==> src/rtl/lsu_pkg.sv <==
// Shared types and constants for the load/store controller.
package lsu_pkg;

    localparam int BUS_SIZE = 32;
    localparam int LANES    = BUS_SIZE / 8;

    localparam logic [2:0] F3_LB  = 3'b000;
    localparam logic [2:0] F3_LH  = 3'b001;
    localparam logic [2:0] F3_LW  = 3'b010;
    localparam logic [2:0] F3_LBU = 3'b100;
    localparam logic [2:0] F3_LHU = 3'b101;

    typedef enum logic [1:0] {
        IDLE   = 2'd0,
        ACCESS = 2'd1,
        RESP   = 2'd2
    } lsu_state_e;

    // Size is taken from funct3[1:0]: 00 byte, 01 half, anything else a word.
    function automatic logic is_misaligned(input logic [2:0] f3, input logic [1:0] off);
        logic mis;
        if (f3[1:0] == 2'b00) begin
            mis = 1'b0;
        end else if (f3[1:0] == 2'b01) begin
            mis = off[0];
        end else begin
            mis = (off != 2'b00);
        end
        return mis;
    endfunction

endpackage

==> src/rtl/load_align_ext.sv <==
// Load-path alignment: shifts the addressed byte/half-word down to bit 0 and
// sign- or zero-extends it according to funct3.
module load_align_ext
    import lsu_pkg::*;
(
    input  logic [BUS_SIZE-1:0] word,
    input  logic [1:0]          off,
    input  logic [2:0]          funct3,
    output logic [BUS_SIZE-1:0] result
);

    logic [1:0]          lane;
    logic [BUS_SIZE-1:0] shifted;

    always_comb begin
        lane = 2'b00;
        if (funct3[1:0] == 2'b00) begin
            lane = off;
        end else if (funct3[1:0] == 2'b01) begin
            lane = {off[1], 1'b0};
        end
        shifted = word >> {lane, 3'b000};
    end

    always_comb begin
        result = shifted;
        case (funct3)
            F3_LB:   result = {{24{shifted[7]}}, shifted[7:0]};
            F3_LH:   result = {{16{shifted[15]}}, shifted[15:0]};
            F3_LBU:  result = {24'd0, shifted[7:0]};
            F3_LHU:  result = {16'd0, shifted[15:0]};
            default: result = shifted;
        endcase
    end

endmodule

==> src/rtl/load_store_ctrl.sv <==
// Multi-cycle load/store sequencer between the execute stage and data memory.
// Define LSU_MISALIGN_TRAP_EN to trap misaligned half/word accesses instead of truncating.
module load_store_ctrl
    import lsu_pkg::*;
#(
    parameter int TIMEOUT_CYC = 16
) (
    input  logic                clk,
    input  logic                rst_n,
    input  logic                req_valid,
    output logic                req_ready,
    input  logic                req_store,
    input  logic [2:0]          funct3,
    input  logic [BUS_SIZE-1:0] addr,
    input  logic [BUS_SIZE-1:0] wdata,
    output logic                mem_read,
    output logic                mem_write,
    output logic [BUS_SIZE-1:0] mem_addr,
    output logic [BUS_SIZE-1:0] mem_wdata,
    output logic [LANES-1:0]    mem_wstrb,
    input  logic [BUS_SIZE-1:0] mem_rdata,
    input  logic                mem_busy,
    output logic                resp_valid,
    output logic [BUS_SIZE-1:0] resp_data,
    output logic                resp_err,
    output logic                misalign,
    output logic                stall
);

    // state  | meaning
    // IDLE   | ready, latches the next request
    // ACCESS | strobe held until mem_busy drops or the timeout expires
    // RESP   | one-cycle completion pulse, never accepts

    localparam int TMO_W = (TIMEOUT_CYC > 2) ? $clog2(TIMEOUT_CYC) : 1;
    localparam logic [TMO_W-1:0] TMO_INIT = TMO_W'(TIMEOUT_CYC - 1);

    lsu_state_e          state, state_nxt;
    logic                store_q;
    logic [2:0]          f3_q;
    logic [BUS_SIZE-1:0] addr_q;
    logic [BUS_SIZE-1:0] wdata_q;
    logic [TMO_W-1:0]    tmo_cnt;
    logic                err_q;
    logic                mis_q;
    logic [BUS_SIZE-1:0] rdata_q;
    logic [BUS_SIZE-1:0] load_ext;
    logic [LANES-1:0]    lane_strb;
    logic [BUS_SIZE-1:0] lane_wdata;
    logic                accept;
    logic                access_done;
    logic                access_tmo;
    logic                req_mis;

`ifdef LSU_MISALIGN_TRAP_EN
    assign req_mis = is_misaligned(funct3, addr[1:0]);
`else
    assign req_mis = 1'b0;
`endif

    always_ff @(posedge clk or negedge rst_n) begin
        if (!rst_n) begin
            state <= IDLE;
        end else begin
            state <= state_nxt;
        end
    end

    always_comb begin
        state_nxt   = state;
        accept      = 1'b0;
        access_done = 1'b0;
        access_tmo  = 1'b0;
        case (state)
            IDLE: begin
                if (req_valid) begin
                    accept    = 1'b1;
                    state_nxt = req_mis ? RESP : ACCESS;
                end
            end
            ACCESS: begin
                if (!mem_busy) begin
                    access_done = 1'b1;
                    state_nxt   = RESP;
                end else if (tmo_cnt == '0) begin
                    access_tmo = 1'b1;
                    state_nxt  = RESP;
                end
            end
            RESP:    state_nxt = IDLE;
            default: state_nxt = IDLE;
        endcase
    end

    // Timeout is a down-counter: reaching zero while still busy marks the last allowed busy cycle.
    always_ff @(posedge clk or negedge rst_n) begin
        if (!rst_n) begin
            store_q <= 1'b0;
            f3_q    <= 3'd0;
            addr_q  <= '0;
            wdata_q <= '0;
            tmo_cnt <= '0;
            err_q   <= 1'b0;
            mis_q   <= 1'b0;
            rdata_q <= '0;
        end else begin
            if (accept) begin
                store_q <= req_store;
                f3_q    <= funct3;
                addr_q  <= addr;
                wdata_q <= wdata;
                tmo_cnt <= TMO_INIT;
                err_q   <= 1'b0;
                mis_q   <= req_mis;
                if (req_mis) begin
                    rdata_q <= '0;
                end
            end
            if (state == ACCESS && mem_busy && tmo_cnt != '0) begin
                tmo_cnt <= tmo_cnt - 1'b1;
            end
            if (access_done) begin
                rdata_q <= store_q ? '0 : load_ext;
            end
            if (access_tmo) begin
                err_q   <= 1'b1;
                rdata_q <= '0;
            end
        end
    end

    load_align_ext u_align (
        .word   (mem_rdata),
        .off    (addr_q[1:0]),
        .funct3 (f3_q),
        .result (load_ext)
    );

    always_comb begin
        lane_strb  = 4'b1111;
        lane_wdata = wdata_q;
        case (f3_q)
            F3_LB: begin
                lane_strb  = 4'b0001 << addr_q[1:0];
                lane_wdata = {4{wdata_q[7:0]}};
            end
            F3_LH: begin
                lane_strb  = 4'b0011 << {addr_q[1], 1'b0};
                lane_wdata = {2{wdata_q[15:0]}};
            end
            default: begin
                lane_strb  = 4'b1111;
                lane_wdata = wdata_q;
            end
        endcase
    end

    assign req_ready  = (state == IDLE);
    assign stall      = (state != IDLE);
    assign mem_read   = (state == ACCESS) && !store_q;
    assign mem_write  = (state == ACCESS) && store_q;
    assign mem_addr   = {addr_q[BUS_SIZE-1:2], 2'b00};
    assign mem_wdata  = lane_wdata;
    assign mem_wstrb  = mem_write ? lane_strb : '0;
    assign resp_valid = (state == RESP);
    assign resp_err   = resp_valid && err_q;
    assign misalign   = resp_valid && mis_q;
    assign resp_data  = rdata_q;

endmodule

==> config.mk <==
export PLATFORM = sky130hd
export DESIGN_NAME = load_store_ctrl
export DESIGN_NICKNAME = d
export VERILOG_FILES = /design/src/rtl/lsu_pkg.sv /design/src/rtl/load_align_ext.sv /design/src/rtl/load_store_ctrl.sv
export SDC_FILE = /design/constraint.sdc
export NUM_CORES = 1
export LEC_CHECK = 0
export CAP_MARGIN = 20
export CORE_AREA = 2 2 110 112
export CTS_CLUSTER_DIAMETER = 120
export DETAILED_ROUTE_END_ITERATION = 6
export DIE_AREA = 0 0 112 114
export PLACE_DENSITY = 0.85
export SYNTH_ARGS = -nofsm -noshare
export SYNTH_HDL_FRONTEND = slang
export SYNTH_HIERARCHICAL = 1
export SYNTH_SLANG_ARGS = --single-unit
==> constraint.sdc <==
create_clock -name clk -period 3.59 [get_ports clk]
set_input_delay 0.8975 -clock clk [delete_from_list [all_inputs] [get_ports clk]]
set_output_delay 0.8975 -clock clk [all_outputs]
set_load 0.05 [all_outputs]
==> flow_metrics.env <==
# yosys + openroad results
export IMPL_status="finished, final reports clean"
export IMPL_p_leak_nw=3.195
export IMPL_antenna_found_initial=0
export IMPL_dpl_cell_count=738
export IMPL_period_used_pct=82.97
export IMPL_fillCellCount=864
export IMPL_vdd_drop_max_v=0.0006240
export IMPL_postSynthCellCount=446
export IMPL_routabilityCongestion=0.8411
export IMPL_layout_area_overhead_vs_synth_pct=40.45
export IMPL_avgSynthCellArea_sq_um=12.23
export IMPL_top_usage_layer="met2"
export IMPL_die_w_um=112
export IMPL_wirelength_mm=14.65
export IMPL_cts_tree="done"
export IMPL_combGateArea_sq_mm=0.002273
export IMPL_drive_gt1_share_pct=25.70
export IMPL_core_sq_mm=0.01171
export IMPL_cts_max_level=3
export IMPL_firstDrtPassIters=5
export IMPL_setup_worst_path_start_class="register"
export IMPL_setup_tns_ns=0
export IMPL_max_slew_margin_pct=35.21
export IMPL_reg2reg_depth=5
export IMPL_r2r_start="f3_q[1]"
export IMPL_worst_pin_slew_ns=0.9718
export IMPL_slew_violations=0
export IMPL_crit_end="mem_wdata[8]"
export IMPL_utilization_pct=65.44
export IMPL_wire_per_inst_um=19.43
export IMPL_whs_ns=0.5052
export IMPL_io_pins=211
export IMPL_ys_seq_share_pct=49.07
export IMPL_met1_usage_pct=26.99
export IMPL_clock_path_buffers=2
export IMPL_crit_start="f3_q[2]"
export IMPL_cts_buffers_inserted=9
export IMPL_post_cts_resized=0
export IMPL_ys_flops=107
export IMPL_setup_viol=0
export IMPL_p_per_area_mw_per_mm2=1043
export IMPL_nets=707
export IMPL_fmax_ghz=0.3357
export IMPL_yosys_warnings=6
export IMPL_ant_nets=0
export IMPL_diodes=0
export IMPL_hpwl_mm=10.48
export IMPL_die_area_sq_mm=0.01277
export IMPL_cts_setup_buffers=0
export IMPL_io_buffers=207
export IMPL_hold_buffers=0
export IMPL_synth_area_sq_mm=0.005456
export IMPL_ys_flop_type="dfrtp_1"
export IMPL_synth_async_reset_ratio_pct=100.0
export IMPL_end_kind="output pin"
export IMPL_timing_reg2reg_setup_slack_ns=1.19
export IMPL_seqCellArea_sq_mm=0.002678
export IMPL_warning_count=26
export IMPL_grt_pass1_vias=4374
export IMPL_cp_arrival_ns=2.08
export IMPL_use_met2_pct=39.03
export IMPL_synth_chip_area_sq_mm=0.005456
export IMPL_hold_viol_final=0
export IMPL_crit_type="reg2out"
export IMPL_met3_usage_pct=8.077
export IMPL_avgViaCountPerCell=5.580
export IMPL_grt_pass1_wl_mm=23.05
export IMPL_core_rowCount=40
export IMPL_drc=0
export IMPL_fin_crit_ns=2.979
export IMPL_clk_pin_slew_worst_paths_ns=0.07
export IMPL_track_usage_pct=22.85
export IMPL_initCoreUtil_pct=46.59
export IMPL_clockRootBuffer="clkbuf_16"
export IMPL_ys_types=44
export IMPL_max_cap_violations=0
export IMPL_edf_count=0
export IMPL_rsz0062_at_grt="false"
export IMPL_grt_overflow_total=0
export IMPL_crit_fanout=8
export IMPL_drtIter0Drc=297
export IMPL_yosysCellCount=446
export IMPL_finalPower_mw=7.993
export IMPL_clock_latency_ns=0.35
export IMPL_vias=4207
export IMPL_stdcell_count=754
export IMPL_cp_required_ns=2.69
export IMPL_die_y_um=114
export IMPL_rr_endpoint="resp_data[18]"
export IMPL_grt_max_degree=66
export IMPL_hp_class="reg2reg"
-- how the worst min path moves through the flow --
stage / start / depth (start not counted) / to / slack (ns)
6_report: resp_data[6] / 1 / resp_data[6] / 0.51
5_1_grt: resp_data[21] / 1 / resp_data[21] / 0.52
4_1_cts: resp_data[6] / 1 / resp_data[6] / 0.51
3_5_place_dp: resp_data[6] / 1 / resp_data[6] / 0.49
3_3_place_gp: wdata_q[19] / 1 / wdata_q[19] / 0.49
2_1_floorplan: tmo_cnt[0] / 1 / tmo_cnt[0] / 0.47
-- sequential cells by signal, indices dropped and copies added (netlist names) --
register,count
resp_data,32
state,2
tmo_cnt,4
addr_q,32
wdata_q,32
err_q,1
store_q,1
f3_q,3
-- Yosys cell counts (2+ instances only) --
cell      number  area (sq um)
a22oi_1        8         60.06
nor3_2         2         20.02
a211oi_1       4         30.03
nor2_2         2         12.51
buf_6          5         56.30
o21bai_1       2         15.01
nand2b_1       3         18.77
nand3b_1       2         15.01
a22o_1        37         324.1
nor3b_1        2         15.01
mux2_2        83         934.7
buf_2         11         55.05
nand2_1        2         7.510
inv_1         10         37.54
buf_4         45         337.8
clkbuf_1       9         33.78
and2_1         2         12.51
a21oi_1       30         150.1
a22o_2         2         20.02
nor2_1        11         41.29
mux2i_1        9         90.09
o21ai_0        8         40.04
nor2b_1        2         12.51
dfrtp_1      107          2678
nor3_1         4         20.02
o21ai_1       20         100.1
mux4_2         7         157.7
-- placed cells by master, fill, tap and decap left out, types with 2 or more instances in the layout --
master / instances
clkinv_2: 2
nor2_2: 2
a211oi_1: 4
mux2_2: 83
nor2b_1: 2
nand2b_1: 3
conb_1: 3
buf_4: 26
clkdlybuf4s50_1: 178
mux4_2: 7
clkbuf_8: 3
a21oi_1: 30
a22o_1: 37
nand3b_1: 2
mux2i_1: 9
buf_12: 10
clkbuf_16: 9
and2_1: 2
a22oi_1: 8
inv_1: 10
o21ai_1: 20
o21ai_0: 8
nand2_1: 2
dfrtp_1: 107
o21bai_1: 2
nor3_1: 4
nor2_1: 11
a22o_2: 2
-- kinds of logic after synthesis --
group | synth area share, %
AND/OR/NAND/NOR | 4.609
buffers and inverters | 9.608
other | 0.06873
flip-flops | 49.07
AND-OR/OR-AND | 14.74
multiplexers | 21.67
adder cells (fa/ha/maj) | 0.2293
-- through the flow --
step / setup slack (ns) / cell area, sq um
floorplan: 0.7952 / 5464
global placement: 0.8358 / 7350
detailed placement: 0.7355 / 7350
CTS: 0.6235 / 7664
global route: 0.5575 / 7664
finish: 0.6113 / 7664
-- metal layers --
metal / vias to the layer above / wire length (um)
met5: - / 0
met4: 0 / 337
met3: 31 / 1541
met2: 222 / 7239
met1: 2055 / 5532
li1: 1899 / -
-- layout make-up --
cell class	count	share of cell area [%]
sequential	107	34.94
multi-input combinational	260	29.67
timing repair buffer	214	28.41
clock buffer	12	3.478
tap	147	2.400
clock inverter	4	0.6204
inverter	10	0.4898
-- power by group --
part	switching, mW	internal (mW)
clock	0.448	0.596
sequential	0.371	1.69
combinational	3.02	1.87
-- worst max-delay path, stage by stage (launching register included) --
cell	delay (ns)
dfrtp_1	0.46
nor3_2	0.66
mux2_2	0.42
buf_4	0.19
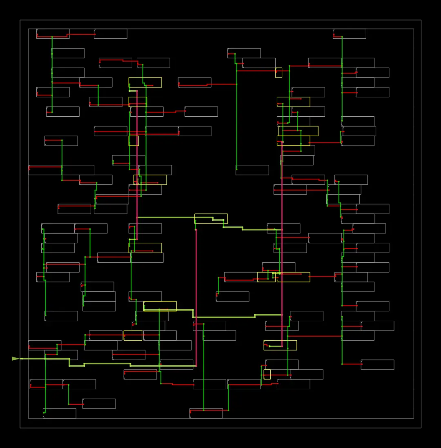
(images/clock_nets.png)
Clk power: 1.04 mW
CTS sink count: 107
clock skew: 0.007859 ns

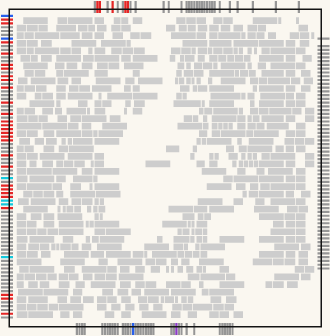
(images/pinout.png)
Pins as bars across the die edge, other pins in grey.
port	colour	pins	direction	edge
req_valid	purple	1	input	south
wdata	red	32	input	27 west, 5 north
funct3	blue	3	input	2 west, 1 south
mem_wstrb	cyan	4	output	west
all pins by edge	81 west, 61 east, 37 south, 32 north

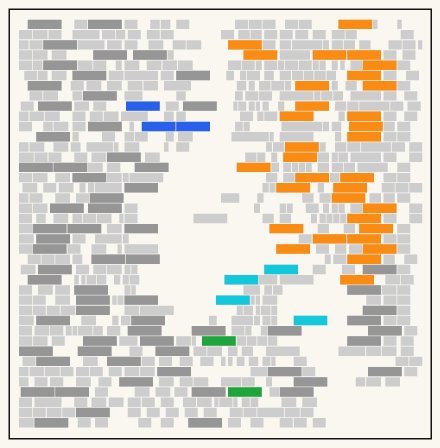
(images/ff_map.png)
Other sequential cells in the stronger grey, the rest of the logic in the fainter grey.
netlist name	colour	placed flops
resp_data	orange	32
tmo_cnt	cyan	4
state	green	2
f3_q	blue	3
not coloured	66

Power and IR drop assume default switching activity.
